`src/rtl/bcd_countdown_timer.sv`:
```
// Cascadable N-digit BCD down-counter with parallel load, start/pause control,
// optional auto-reload and a one-cycle terminal-count pulse.
module bcd_countdown_timer #(
   parameter int unsigned DIGITS = 2,
   parameter bit          WRAP   = 1'b0
) (
   input  logic                  clk,
   input  logic                  rst,
   input  logic                  tick,
   input  logic                  load,
   input  logic [4*DIGITS-1:0]   load_val,
   input  logic                  start,
   input  logic                  pause,
   output logic [4*DIGITS-1:0]   count,
   output logic                  running,
   output logic                  done,
   output logic                  invalid
);

   localparam int unsigned W = 4 * DIGITS;

   typedef enum logic [1:0] {StIdle, StRun, StHold} state_e;

   state_e         state;
   logic [W-1:0]   reload;

   function automatic logic is_bcd(input logic [W-1:0] v);
      logic ok;
      ok = 1'b1;
      for (int i = 0; i < int'(DIGITS); i++) begin
         if (v[4*i +: 4] > 4'd9) ok = 1'b0;
      end
      return ok;
   endfunction

   // Borrow ripples through every digit in the same cycle.
   function automatic logic [W-1:0] bcd_dec(input logic [W-1:0] v);
      logic [W-1:0] res;
      logic         borrow;
      res    = v;
      borrow = 1'b1;
      for (int i = 0; i < int'(DIGITS); i++) begin
         if (borrow) begin
            if (v[4*i +: 4] == 4'd0) begin
               res[4*i +: 4] = 4'd9;
            end else begin
               res[4*i +: 4] = v[4*i +: 4] - 4'd1;
               borrow        = 1'b0;
            end
         end
      end
      return res;
   endfunction

   always_ff @(posedge clk or posedge rst) begin
      if (rst) begin
         state   <= StIdle;
         count   <= '0;
         reload  <= '0;
         running <= 1'b0;
         done    <= 1'b0;
         invalid <= 1'b0;
      end else begin
         done    <= 1'b0;
         invalid <= 1'b0;
         if (load) begin
            if (is_bcd(load_val)) begin
               count   <= load_val;
               reload  <= load_val;
               state   <= StIdle;
               running <= 1'b0;
            end else begin
               invalid <= 1'b1;
            end
         end else if (pause) begin
            if (state == StRun) begin
               state   <= StHold;
               running <= 1'b0;
            end
         end else if (start && state != StRun) begin
            // A tick arriving with start is not counted.
            if (state == StHold || count != '0) begin
               state   <= StRun;
               running <= 1'b1;
            end
         end else if (tick && state == StRun) begin
            if (count == '0) begin
               // Only reachable with WRAP=1: the tick after terminal count reloads.
               count <= reload;
            end else if (count == W'(1)) begin
               count <= '0;
               done  <= 1'b1;
               if (!WRAP) begin
                  state   <= StIdle;
                  running <= 1'b0;
               end
            end else begin
               count <= bcd_dec(count);
            end
         end
      end
   end

endmodule

```
`config.mk`:
```
export PLATFORM = sky130hd
export DESIGN_NAME = bcd_countdown_timer
export DESIGN_NICKNAME = d
export VERILOG_FILES = /design/src/rtl/bcd_countdown_timer.sv
export SDC_FILE = /design/constraint.sdc
export NUM_CORES = 1
export LEC_CHECK = 0
export ABC_AREA = 1
export ABC_CLOCK_PERIOD_IN_PS = 1700
export CORE_UTILIZATION = 35
export DETAILED_ROUTE_END_ITERATION = 7
export GPL_TIMING_DRIVEN = 0
export PLACE_DENSITY = 0.54
export SYNTH_ARGS = -nofsm -noshare
export SYNTH_HDL_FRONTEND = slang
export SYNTH_SLANG_ARGS = --single-unit
export TNS_END_PERCENT = 10
```
`constraint.sdc`:
```
create_clock -name clk -period 1.7 [get_ports clk]
set_input_delay 0.34 -clock clk [delete_from_list [all_inputs] [get_ports clk]]
set_output_delay 0.34 -clock clk [all_outputs]
set_load 0.02 [all_outputs]
```
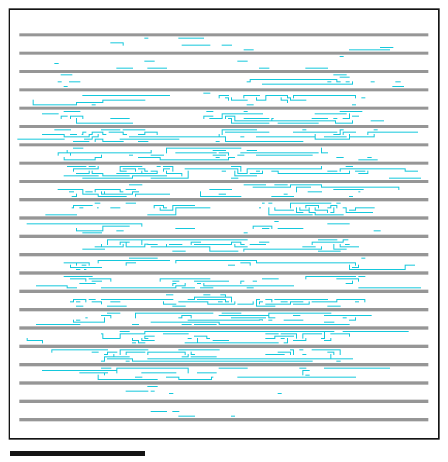
run_1/layer_met1.png
Scale bar: 20 µm. Supply wires on this layer in grey.
The layer holds 49% of the routed length. The layer carries 1580 µm of wire. 209 nets have wire on it. The wires run mostly horizontal. The longest straight run is 30.4 µm.

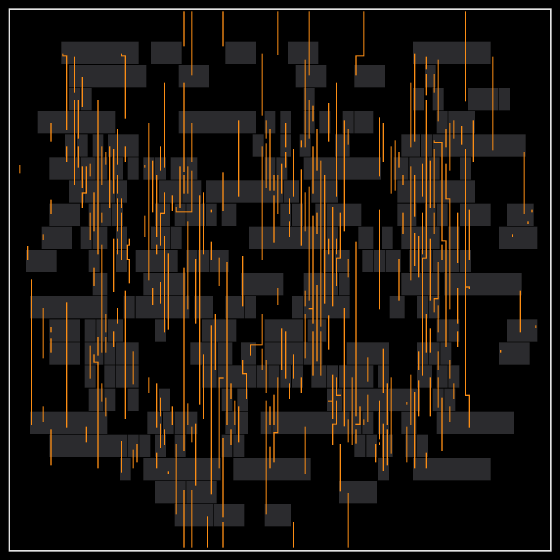
run_1/layer_met2.png
Cells faint in the background.
The layer holds 45% of the routed length. The longest straight run is 28.9 µm.
final wirelength: 3.20 mm
via count: 1249

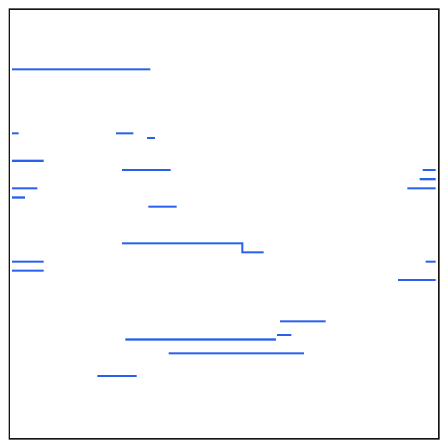
run_1/layer_met3.png
The layer holds 4.5% of the routed length. 21 nets have wire on it. The longest straight run is 22.1 µm.
GR Util met3: 3.44%

==> qor.csv, run 1 <==
metric,value,unit
Clock Path Buffers,2,
Largest type area fraction,37.8,%
worst path bufs/invs,1,
number of global-route vias before repair,1171,
PD cells,1240,nW/µm²
"CTS clk-pin slew, worst paths",0.09,ns
status,finished clean,
die width,63.5,µm
hpwl dp,2.38,mm
chip footprint,4040,µm²
clock latency at the later pin of the worst-skew pair,0.27,ns
chip height,63.5,µm
final hold vios,0,
worst hold-check path type,register to register,
RR Endpoint,count[7]$_DFFE_PP0P_,
Final Critical Period,1.63,ns
Top cells by area,"dfrtp_1, nand2_1, nor2_1",
Levels on crit path,1,
Post-synth top cells,"nand2_1, nor2_1, dfrtp_1, inv_1, nand3_1",
Init Core Util,38.2,%
Mapped Area,1330,µm²
flip-flops with a built-in enable,0,
H-tree Lvls,1,
# setup viols final,0,
routability cong.,0.853,
Fin Setup TNS,0,ns
Final Cycle Share,96.0,%
Post-CTS Resized,2,
CP required,1.36,ns
Tot GR Track Use,17.1,%
worst r2r src,count[4]$_DFFE_PP0P_,
syn_nets,209,
CTS Buf Count,3,
GR Overflow Total,0,
buffers added on ports,24,
first-pass GRT wire length,5.40,mm
Synth warnings,0,
Post-synth top flop,dfrtp_1,
leakage,0.875,nW
largest net degree at the start of global routing,21,
Synth Seq Share,37.8,%
Setup crit start,count[5]$_DFFE_PP0P_,
drt drc,0,
# diodes,0,
Syn Inst Count,190,
first drt pass iteration count,4,
startpoint types,register,
CTS sink cnt,20,
Area Growth Syn to Fin,28.2,%
# nets final,238,
f_max,0.613,GHz
yosys stat area,1330,µm²
critical path arrival,1.29,ns
most common cell in the netlist,nand2_1,
crit path capture,count[5],
Worst IR Drop VDD,0.000621,V
Fin Clk Skew,0.00901,ns
RSZ-0062 raised after global routing,yes,
"antenna viol nets, final",0,
ys cells,190,
syn_area_per_cell,6.97,µm²
Slew @ Worst Pin,0.787,ns
async set-reset flop share out of synthesis,100,%
distinct lib cells,27,
MaxCap Viol Count,0,
worst path cell trace,clkdlybuf4s50_1,
vias per cell,4.73,
share of cells above drive strength 1,13.8,%
OpenROAD warning count,30,
worst setup path category,register to primary output,
Hold Slack,0.493,ns
R2R depth,10,
cell accounting for the most synthesized area,dfrtp_1,
ys flops,20,
CTS Hold Buffers Added,0,
Row Count,21,
IO Count,25,
clock root buffer,clkbuf_8,
CTS tree,yes,
"Slowest-stage cell, CP",clkdlybuf4s50_1,
Final Max Slew Viols,0,
post-CTS setup repair buffer count,0,
Initial DRC Count,58,
routed wire length per instance,12.1,µm
initial antenna violation count,0,
Core Area,3470,µm²
endpoint type of the worst setup path,primary output,
r2r setup slk,0.15,ns
[run 1: metal layers]
metal	vias up	track usage [%]	part of all wire [%]
met5	-	0	0
met4	0	3.41	0.63
met3	2	3.44	4.5
met2	32	27.5	45
met1	572	23.6	49
li1	643	-	-
[run 1: stage by stage]
stage | setup WS, ns | power [W] | util, % | area, µm² | std cells
floorplan | 0.165 | 0.00140 | - | 1330 | 190
global placement | -0.250 | 0.00172 | 46.8 | 1620 | 260
detailed placement | -0.246 | 0.00174 | 46.8 | 1620 | 260
CTS | 0.0125 | 0.00212 | 48.3 | 1680 | 264
global route | -0.0271 | 0.00227 | 49.0 | 1700 | 264
finish | 0.0680 | 0.00210 | 49.0 | 1700 | 264
[run 1: where the power goes]
group	internal, W	total (W)	switching (W)
Combinational	0.000412	0.000997	0.000586
Clock	0.000207	0.000382	0.000175
Sequential	0.000590	0.000721	0.000131
[run 1: final cells by class]
| cell class | count | area, µm² |
|---|---|---|
| clock buffers | 4 | 55.1 |
| flip-flops and latches | 20 | 500 |
| inverters | 20 | 75.1 |
| fillers | 377 | 1770 |
| multi-input cells | 147 | 742 |
| repair buffers | 24 | 245 |
| well taps | 46 | 57.6 |
| plain buffers | 3 | 23.8 |
[run 1: cells by family after synthesis]
logic type / count (synthesis) / share of synthesized area [%]
AOI/OAI and AO/OA: 21 / 8.69
buffers and inverters: 23 / 7.46
xor gates and xnor gates: 2 / 1.32
DFF: 20 / 37.8
and+or+nand+nor: 119 / 40.0
adders and majority gates: 5 / 4.72
[run 1: how the worst min path moves through the flow]
stage                          startpoint               endpoint  slack [ns]  depth (start not counted)
floorplan                             rst   count[0]$_DFFE_PP0P_        0.30                          1
global placement    reload[4]$_DFFE_PP0P_  reload[4]$_DFFE_PP0P_        0.47                          2
detailed placement  reload[0]$_DFFE_PP0P_  reload[0]$_DFFE_PP0P_        0.47                          2
CTS                 reload[0]$_DFFE_PP0P_  reload[0]$_DFFE_PP0P_        0.49                          2
global route        reload[4]$_DFFE_PP0P_  reload[4]$_DFFE_PP0P_        0.51                          2
finish              reload[4]$_DFFE_PP0P_  reload[4]$_DFFE_PP0P_        0.49                          2
[run 1: registers in the layout, indices dropped and copies added, names as in the netlist]
| register | count |
|---|---|
| count | 8 |
| reload | 8 |
| state | 2 |
| done | 1 |
| invalid | 1 |
[run 1: cells in the final DEF (no fill, tap or decap)]
master,synthesis,final
dfrtp_1,20,20
ha_1,5,5
buf_4,1,1
o21ai_1,5,4
clkinv_1,1,1
a21boi_1,1,2
or2_2,1,1
nand2_4,1,1
xor2_1,1,1
clkdlybuf4s50_1,0,19
nor2_1,23,22
buf_6,1,1
dlygate4sd2_1,0,2
inv_2,4,4
o22ai_1,1,1
xnor2_1,1,1
nand2_2,6,7
o21ai_0,6,6
nor2_4,3,3
dlymetal6s2s_1,0,3
nand2_1,71,70
nand3_2,3,2
inv_1,15,15
nand4_1,2,2
nand3_1,8,8
clkbuf_8,0,4
buf_2,1,1
o21ai_2,1,2
nand3_4,0,1
a21oi_1,6,6
nor2_2,1,2
## Run 2: what changed since run 1
--- a/config.mk
+++ b/config.mk
@@ -7,9 +7,10 @@
 export LEC_CHECK = 0
 export ABC_AREA = 1
 export ABC_CLOCK_PERIOD_IN_PS = 1700
+export CAP_MARGIN = 20
 export CORE_UTILIZATION = 35
 export DETAILED_ROUTE_END_ITERATION = 7
-export GPL_TIMING_DRIVEN = 0
+export GPL_TIMING_DRIVEN = 1
 export PLACE_DENSITY = 0.54
 export SYNTH_ARGS = -nofsm -noshare
 export SYNTH_HDL_FRONTEND = slang
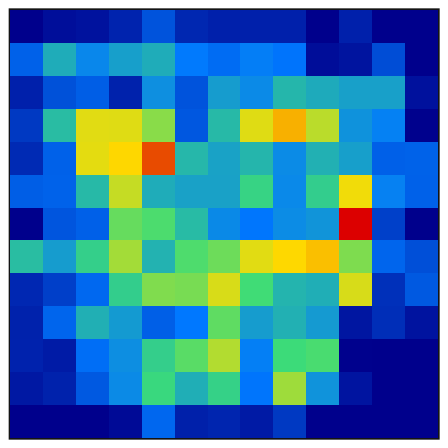
run_2/metal_density.png
The die is cut into 13 by 13 equal tiles; dark blue is low, red is high, scaled to the fullest tile. Values are wire area over tile area, all layers added.
The mean over all tiles is 0.12. The densest ninth of the die: middle. The fullest tile reaches 0.41.

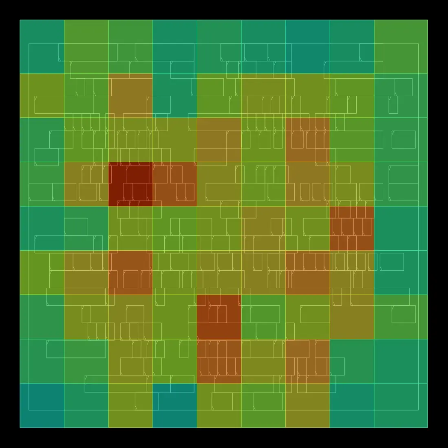
run_2/congestion.png
final core utilization: 51.3%
met2 usage: 28.1%
GR Util met3: 2.72%
Tot GR Track Use: 17.6%
grt peak-use layer: met2

==> qor.csv, run 2 <==
metric,value,unit,change
vias per cell,4.56,,was 4.73
number of global-route vias before repair,1235,,was 1171
"antenna viol nets, final",0,,unchanged
IO Count,25,,unchanged
CTS sink cnt,20,,unchanged
largest net degree at the start of global routing,21,,unchanged
PD cells,1160,nW/µm²,was 1240 nW/µm²
Post-synth top cells,"nand2_1, nor2_1, dfrtp_1, inv_1, nand3_1",,unchanged
most common cell in the netlist,nand2_1,,unchanged
Syn Inst Count,190,,unchanged
"CTS clk-pin slew, worst paths",0.08,ns,was 0.09 ns
chip footprint,4040,µm²,unchanged
Clock Path Buffers,2,,unchanged
CTS Buf Count,3,,unchanged
Worst IR Drop VDD,0.000344,V,was 0.000621 V
via count,1264,,was 1249
met1 GRT Util,24.8,%,was 23.6%
"Slowest-stage cell, CP",clkdlybuf4s50_1,,unchanged
f_max,0.611,GHz,was 0.613 GHz
worst path bufs/invs,1,,unchanged
MaxCap Viol Count,0,,unchanged
# nets final,252,,was 238
biggest regs,"count x8, reload x8, state x2",,unchanged
first drt pass iteration count,4,,unchanged
routed wire length per instance,11.3,µm,was 12.1 µm
most frequent cells in the layout,"nand2_1, nor2_1, clkdlybuf4s50_1",,"was nand2_1, nor2_1, dfrtp_1"
Row Count,21,,unchanged
hpwl dp,2.50,mm,was 2.38 mm
Area Growth Syn to Fin,34.2,%,was 28.2%
final wirelength,3.14,mm,was 3.20 mm
worst setup path category,register to primary output,,unchanged
async set-reset flop share out of synthesis,100,%,unchanged
CTS tree,yes,,unchanged
syn_nets,209,,unchanged
first-pass GRT wire length,5.68,mm,was 5.40 mm
Synth Seq Share,37.8,%,unchanged
Synth warnings,0,,unchanged
H-tree Lvls,1,,unchanged
GR Overflow Total,0,,unchanged
Fin Clk Skew,0.00780,ns,was 0.00901 ns
Final Max Slew Viols,0,,unchanged
OpenROAD warning count,30,,unchanged
clock latency at the later pin of the worst-skew pair,0.26,ns,was 0.27 ns
yosys stat area,1330,µm²,unchanged
status,finished clean,,unchanged
Initial DRC Count,47,,was 58
flip-flops with a built-in enable,0,,unchanged
DP Area,1730,µm²,was 1620 µm²
cell accounting for the most synthesized area,dfrtp_1,,unchanged
# diodes,0,,unchanged
Init Core Util,38.2,%,unchanged
Largest type area fraction,37.8,%,unchanged
drt drc,0,,unchanged
run 2: layer usage:
metal	part of all wire, %	up-vias
met3	3.0	2
li1	-	673
met5	0	-
met1	51	564
met2	46	25
met4	0.38	0
run 2: cell families after synthesis:
kind of cell / count (synthesis) / synth area share (%)
and+or+nand+nor: 119 / 40.0
buffers and inverters: 23 / 7.46
AOI/OAI and AO/OA: 21 / 8.69
DFF: 20 / 37.8
adders and majority gates: 5 / 4.72
xor gates and xnor gates: 2 / 1.32
run 2: metrics by stage:
stage | instances | utilization (%) | hold WS [ns] | total power (W) | setup slack [ns]
floorplan | 190 | - | 0.304 | 0.00140 | 0.165
global placement | 274 | 49.8 | 0.478 | 0.00177 | -0.0171
detailed placement | 274 | 49.8 | 0.471 | 0.00178 | -0.0294
CTS | 277 | 50.9 | 0.436 | 0.00209 | 0.00344
global route | 277 | 51.3 | 0.445 | 0.00225 | -0.0144
finish | 277 | 51.3 | 0.424 | 0.00206 | 0.0646
run 2: where the power goes:
part | switching (W) | internal, W
Sequential | 0.000134 | 0.000592
Clock | 0.000149 | 0.000158
Combinational | 0.000591 | 0.000442
Total | 0.000873 | 0.00119
run 2: timing repair:
| action | CTS | global route |
|---|---|---|
| gates resized | 1 | 5 |
| hold endpoints to repair | 0 | 0 |
| buffers inserted | 0 | 0 |
| hold buffers | 0 | 0 |
| setup endpoints to repair | 1 | 7 |
| pin swaps | 0 | 1 |
run 2: path summary, 6_finish.rpt:
check,start,endpoint,depth (start not counted)
worst max register to register,count[4]$_DFFE_PP0P_,state[1]$_DFFE_PP0P_,9
worst min-delay path,rst,reload[4]$_DFFE_PP0P_,3
worst max-delay path,count[5]$_DFFE_PP0P_,count[5],1
worst min register to register,reload[6]$_DFFE_PP0P_,reload[6]$_DFFE_PP0P_,2
max in group asynchronous,rst,count[0]$_DFFE_PP0P_,3
min in group clk,reload[6]$_DFFE_PP0P_,reload[6]$_DFFE_PP0P_,2
run 2: layout make-up:
type	count	area [µm²]	area share (%)
Inverter	20	75.1	4.22
Timing Repair Buffer	41	374	21.0
Tap cell	46	57.6	3.24
Sequential cell	20	502	28.2
Clock buffer	3	41.3	2.32
Multi-Input combinational cell	147	728	41.0
Power and IR drop assume default switching activity.
